Design button_conditioner_flat, sky130hd; sources not shown.
**Floorplan with the power grid**

Scale bar: 20 µm. Pins as bars on the die edge. Tap cells in gray.
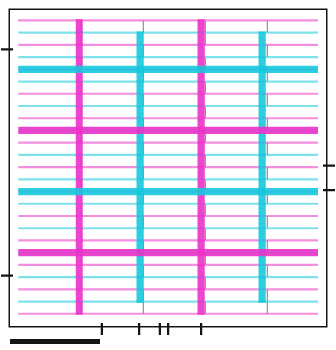
[magenta] VSS
[cyan] VDD
signal pins: 9
met1 rails: 25
tap cells: 52
met4 straps: 4
met5 straps: 4
core area: 4350 µm²
die x size: 70.3 µm
die y size: 70.3 µm
Worst VDD drop: 0.388 mV

**Placement by cell class**

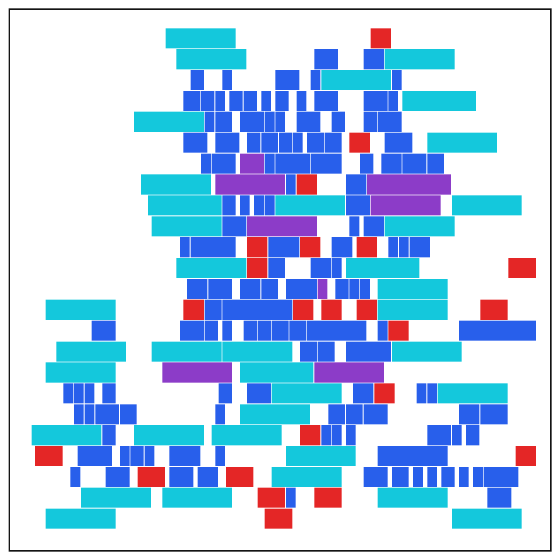
[purple] clock drivers and dummy loads | cells: 8 | share of their area: 7.6%
[blue] remaining logic cells | cells: 136 | share of their area: 42%
[cyan] sequential cells | cells: 37 | share of their area: 42%
[red] remaining buffers and delay cells | cells: 23 | share of their area: 8.7%
sequential cell area share: 40.9%
# rows: 24
Design Area, Final: 2280 µm²
Final Util: 52.3%

==> impl_metrics.json <==
{
  "status": "finished, violations left",
  "violations": "setup timing",
  "antenna_found_initial": 0,
  "critPathRequiredTime_ns": 2.17,
  "synthTopCellsByCount": "dfrtp_1 (37), nor2_1 (26), nand2_1 (14)",
  "hold_path_depth": 0,
  "path_max_fanout": 5,
  "dp_hpwl_um": 2380,
  "synth-edff-count": 0,
  "yosys_warnings": 0,
  "synth-xor-area-share_pct": 8.21,
  "postSynthCellCount": 175,
  "finalSetupViolCount": 5,
  "areaGrowthSynthToFinish_pct": 25.7,
  "clk_pin_slew_ns": 0.06,
  "cp-end-kind": "register",
  "mux_area_share_pct": 1.17,
  "ys_types": 44,
  "slowest_stage": "or4_4",
  "setup_slack_ns": -0.0343,
  "drcViolationCount": 0,
  "vias": 1366,
  "tns_ns": -0.107,
  "synth-seq-cells": 37,
  "nNetsFinal": 210,
  "synth_top_cell_by_area": "dfrtp_1",
  "grt_pass1_vias": 1369,
  "path_class": "reg -> reg",
  "leakagePower_nw": 1.02,
  "min_period_ns": 2.23,
  "ys_sh_adder_pct": 2.07,
  "worstPathCellList": "ha_4, or4bb_1, or4_4, nor2_4, nor4_1, a21o_2",
  "viasPerCell": 5.34,
  "avgSynthCellArea_um2": 10.4,
  "placedInstanceArea_um2": 1960
}
## worst max-delay path, delay by kind of cell (launching register included)
kind / cells / cell delay (ns)
AOI/OAI and AO/OA: 1 / 0.20
and+or+nand+nor: 4 / 1.18
adders and majority gates: 1 / 0.14
DFF: 1 / 0.39
## final cells by class
type                            count  area, µm²
Clock buffer                        5        125
Buffer                              2       15.0
Tap cell                           52       65.1
Inverter                            7       26.3
Timing Repair Buffer               21        178
Multi-Input combinational cell    129        896
Fill cell                         379       2080
Clock inverter                      3       42.5
Sequential cell                    37        931
## logic make-up after synthesis
kind of cell,after synthesis
adders and majority gates,3
AOI/OAI and AO/OA,26
and+or+nand+nor,81
buffers and inverters,9
muxes,2
DFF,37
xor gates and xnor gates,17
## power by group
group	leakage, nW	switching, mW	internal, mW
Clock	0.0852	0.263	0.532
Combinational	0.438	0.0273	0.0189
Sequential	0.496	0.0125	0.694
Total	1.02	0.303	1.24
## placed cells by master, fill, tap and decap left out, types with 4 or more instances in the layout
master | netlist | routed
o21ai_0 | 11 | 9
nand4_1 | 4 | 4
nand3_1 | 7 | 7
buf_4 | 0 | 14
o211ai_1 | 4 | 4
nor2_1 | 26 | 26
dlygate4sd3_1 | 0 | 8
dfrtp_1 | 37 | 33
clkbuf_16 | 0 | 5
nand2_1 | 14 | 14
inv_1 | 7 | 7
dfrtp_2 | 0 | 4
xor2_1 | 12 | 12
xnor2_1 | 5 | 5
## layer usage
layer / global-route usage, % / routed length (µm)
met1: 18.1 / 1580
met4: 5.34 / 35
met3: 5.05 / 157
met5: 0 / 0
met2: 27.9 / 1980
## through the flow
step | hold slack, ns | worst slack (ns) | cells
2_1_floorplan | 0.131 | 0.0410 | 175
3_3_place_gp | 0.133 | -0.159 | 235
3_5_place_dp | 0.142 | -0.278 | 235
4_1_cts | 0.155 | -0.0298 | 251
5_1_grt | 0.164 | -0.116 | 256
6_report | 0.156 | -0.0343 | 256
## repair_timing
| action | 4_1_cts | 5_1_grt |
|---|---|---|
| cloned | 0 | 0 |
| pin swaps | 6 | 8 |
| setup buffers | 8 | 5 |
| hold buffers | 0 | 0 |
| gates resized | 7 | 10 |
| setup endpoints to repair | 18 | 17 |
Power is estimated from default activity; no workload was simulated.
